Fig. 1: logic cells by family
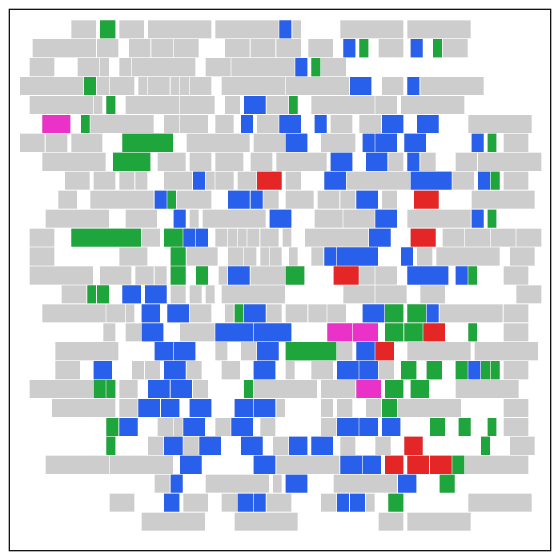
Fig. 2: sequential cells grouped by signal name
The bar under the picture is 20 um long.
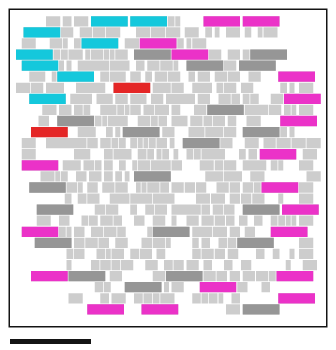
Fig. 3: metal 4
The bar under the picture is 20 um long.
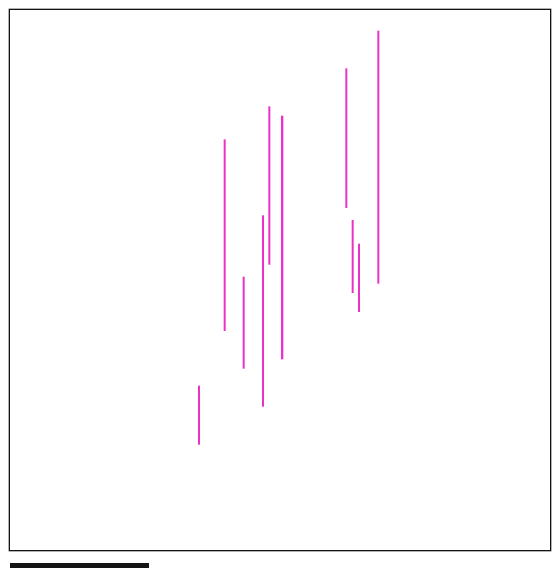
## src/rtl/os_xor_slice_acc.sv

```systemverilog
// os_xor_slice_acc: folds a stream of narrow XOR-of-partial-product slices
// into one wide carry-less product share per frame, presented on a
// valid/ready output with backpressure.
module os_xor_slice_acc #(
  parameter int SLICE_W    = 7,
  parameter int NUM_SLICES = 4,
  parameter int SHIFT      = 4,
  parameter int ACC_W      = SLICE_W + SHIFT*(NUM_SLICES-1)
) (
  input  logic             clk,
  input  logic             rst,
  input  logic             flush,
  input  logic             in_valid,
  output logic             in_ready,
  input  logic [SLICE_W-1:0] in_y,
  output logic             out_valid,
  input  logic             out_ready,
  output logic [ACC_W-1:0] out_data,
  output logic [7:0]       frames_done
);

  localparam int IDX_W = (NUM_SLICES > 1) ? $clog2(NUM_SLICES) : 1;
  localparam logic [IDX_W-1:0] LAST_IDX = IDX_W'(NUM_SLICES-1);

  typedef enum logic {ACCUM, HOLD} state_t;

  state_t           state;
  logic [IDX_W-1:0] idx;
  logic [ACC_W-1:0] acc;
  logic [ACC_W-1:0] shifted;
  logic             accept;

  // Slice positioned at its frame offset; idx is already 0 while in HOLD,
  // so a HOLD-cycle accept lands as slice 0 of the next frame.
  always_comb begin
    shifted = ACC_W'(in_y) << (SHIFT * int'(idx));
  end

  // Flush blocks intake for its cycle; HOLD passes consumer readiness
  // through so the next frame can start in the same cycle as the handshake.
  always_comb begin
    in_ready = !flush && ((state == ACCUM) || out_ready);
    accept   = in_valid && in_ready;
  end

  assign out_valid = (state == HOLD);

  // Frame accumulation, output register, delivery counter.
  always_ff @(posedge clk or posedge rst) begin
    if (rst) begin
      state       <= ACCUM;
      idx         <= '0;
      acc         <= '0;
      out_data    <= '0;
      frames_done <= '0;
    end else if (flush) begin
      // Discards any partial frame and any unconsumed result; the counter
      // only tracks frames actually delivered, so it is left alone.
      state <= ACCUM;
      idx   <= '0;
      acc   <= '0;
    end else begin
      case (state)
        ACCUM: begin
          if (accept) begin
            if (idx == LAST_IDX) begin
              out_data <= acc ^ shifted;
              idx      <= '0;
              state    <= HOLD;
            end else begin
              acc <= (idx == '0) ? shifted : (acc ^ shifted);
              idx <= idx + IDX_W'(1);
            end
          end
        end
        HOLD: begin
          if (out_ready) begin
            frames_done <= frames_done + 8'd1;
            state       <= ACCUM;
            if (accept) begin
              acc <= shifted;
              idx <= IDX_W'(1);
            end
          end
        end
        default: state <= ACCUM;
      endcase
    end
  end

endmodule
```

## config.mk

```make
export PLATFORM = sky130hd
export DESIGN_NAME = os_xor_slice_acc
export DESIGN_NICKNAME = d
export VERILOG_FILES = /design/src/rtl/os_xor_slice_acc.sv
export SDC_FILE = /design/constraint.sdc
export NUM_CORES = 1
export LEC_CHECK = 0
export CAP_MARGIN = 30
export CORE_UTILIZATION = 56
export CTS_CLUSTER_DIAMETER = 40
export DETAILED_ROUTE_END_ITERATION = 12
export GPL_TIMING_DRIVEN = 0
export PLACE_DENSITY = 0.85
export SLEW_MARGIN = 15
export SYNTH_ARGS = -nofsm -noshare
export SYNTH_HDL_FRONTEND = slang
export SYNTH_SLANG_ARGS = --single-unit
```

## constraint.sdc

```tcl
create_clock -name clk -period 2.8 [get_ports clk]
set_clock_uncertainty 0.2 [all_clocks]
set_input_delay 0.84 -clock clk [delete_from_list [all_inputs] [get_ports clk]]
set_output_delay 0.84 -clock clk [all_outputs]
set_load 0.03 [all_outputs]
```

==> reports/qor.txt <==
Fin. max-slew vios = 0
PortBufs = 40
Clock root buffer = clkbuf_8
Ys flops = 49
Leading area contributor after synthesis = dfrtp_1
Initial antenna violation count = 0
DIE AREA = 6020 um2
Signal buffers = 76
Outcome = complete, no violations
Cells after Synth = 322
Worst Hold End = out_data[8]$_DFFE_PP0P_
Ys async rst share = 1.00
Clk sink count = 49
Cells on worst reg2reg path = 8
Clock Pin Slew Worst Setup and Hold Paths = 0.09 ns
Initial DRC count = 337
Setup TNS Final = 0 ns
Max-slew headroom = 0.525
Commonest cells in the netlist = 49 x dfrtp_1, 21 x nand2_1, 19 x nor2b_1, 19 x o21ai_0, 14 x o2111ai_1
Placed insts = 435
Area fraction in xor and xnor cells = 0.0466
Tap cell count = 72
Die Height = 77.6 um
Crit path depth = 5
Core ar. = 5510 um2
# nets final = 387
Crit path DRT = 1.76 ns
Ys cells = 322
Final setup vio count = 0
Avg Cell Area, Syn = 9.93 um2
Pleak = 1.56 nW
Achievable frequency = 0.360 GHz
Sequential cells = 49
Crit path launch type = input pin
R2r endpoint = acc[12]$_DFFE_PP0P_
Buf+Inv Stages, Crit Path = 3
CTS buffer count = 5
Setup slack on the worst flop-to-flop path = 0.30 ns
Non-clk invs = 7
DRC Markers = 0
Simple-Gate Fraction of Synth Area = 0.225
Wire per inst = 19.3 um
Seq. cell area = 1230 um2
Max Root-Sink Buffers = 2
Die X = 77.6 um
Post-Place Worst Slack = -0.967 ns
CP endpoint = in_ready
Design Area, Final = 3830 um2
Crit path max fanout = 6
Critical path origin = out_ready
Non-clock buffering overhead = 0.169
Yosys chip area = 3200 um2
Hold Slack = 0.281 ns
Share of cells above drive strength 1 = 0.164
Row Count = 27
Final worst slack = 0.0211 ns
Most numerous logic cells after layout = 49 x dfrtp_1, 38 x clkdlybuf4s50_1, 21 x nand2_1
Final-layout clock buffer total = 6
Reg2reg start = idx[0]$_DFFE_PP0P_
# IOs = 41
Post-DP HPWL = 5820 um
Largest class = logic gates
Number of synthesized flops with an enable pin = 0
Slowest stage cell, crit path = dlygate4sd2_1
Ys Warns = 0
# diodes = 0
Multiplexer share of the synthesized area = 0.0129
Gate Area = 1750 um2
Post-synthesis sequential area ratio = 0.383
Mapped Area = 3200 um2
Fillers = 435
GP Congestion = 0.877
All-layer global routing usage = 0.307
Most common cell in the netlist = dfrtp_1
Area leader share = 0.383
Vias per std cell = 6.66
Nature of the critical path endpoint = output port
TritonCTS clock tree = built
Final critical-path required period = 2.78 ns
Area Overhead vs Synth = 19.9%
CP Class = in -> out
Post-synth top flop = dfrtp_1
Cts hold-fix bufs = 0
#MultiIn Comb = 233
Top area cell types = dfrtp_1 38%, o2111ai_1 3.8%, nor2b_1 3.7%
CP Cell Sequence = dlygate4sd2_1 > nor2b_2 > buf_6 > nor2_2 > buf_4
Tool Warnings = 27
RSZ-0062 raised after global routing = false
Total chip power = 1.64 mW
Post-DP Area = 3710 um2
CTS HTree Levels = 2
CP delay by family, top = buffers and inverters
Compound Share, Synth = 0.249
Layout clock area frac = 0.0251
Power density cells = 428 nW/um2
MaxCap Viol Count = 0
Vias in the first global route = 2974
Hold path cells = 2
Global route overflow = 0
Worst-margin pin slew = 0.692 ns
Crit path arrival time = 1.74 ns
Max VDD drop = 0.000254 V
Initial DRT Pass Iterations = 5
Min-Delay Startpoint = out_data[8]$_DFFE_PP0P_
Final period utilization = 0.992
Clk ins delay skew pair = 0.32 ns
Adders+Majority by Area = 0.0117
Init Core Util = 0.581
Type of the tightest min-delay check = reg -> reg
Largest net degree at the start of global routing = 30
Final Hold Fails = 0
Max incr delay on CP = 0.38 ns
First-pass GRT wire length = 14600 um
Post-Syn Nets = 337
Cell Type Count = 53
Antenna Violating Nets Remaining = 0
Largest logic family = AND-OR/OR-AND gates
About Fig. 1:
legend:
  multiplexers:
    color: magenta
    cells: 4
  AND-OR and OR-AND gates:
    color: red
    cells: 10
  inverting AOI/OAI gates:
    color: blue
    cells: 91
  NAND gates:
    color: green
    cells: 50
    where: spread over the die
final std cells w/o fill: 445
fraction of area in multi-input gates: 0.456
Top cell excl fill/tap: dfrtp_1

About Fig. 2:
legend:
  out_data:
    color: magenta
    sequential_cells: 19
    where: spread over the die
  idx:
    color: red
    sequential_cells: 2
  frames_done:
    color: cyan
    sequential_cells: 8
    where: upper left
flop share of the area: 0.320
P_seq: 783 uW
fin util: 0.696

About Fig. 3:
main direction: vertical
nets with wire on the layer: 10
longest straight run: 36.0 um
share of all routed wire: 2.4%
wire length on this layer: 208 um
final wirelength: 8570 um
vias post-DR: 2964

registers in the layout (all words and copies together), names as in the netlist:
| signal | flops |
|---|---|
| acc | 19 |
| out_data | 19 |
| frames_done | 8 |
| idx | 2 |
| out_valid | 1 |
where the power goes:
part	switching, mW	internal, mW	leakage, nW	total, mW
combinational	0.236	0.169	0.840	0.405
sequential	0.0345	0.749	0.669	0.783
clock	0.254	0.201	0.0512	0.455
repair_timing:
| action | CTS | global route |
|---|---|---|
| setup endpoints to repair | 1 | 1 |
| resized | 12 | 0 |
| setup buffers | 1 | 2 |
per-layer routing:
metal,routed length (um),GRT usage
met5,0,0
met4,208,0.134
met3,771,0.0588
met2,3880,0.465
met1,3710,0.426
Power is estimated from default activity; no workload was simulated.
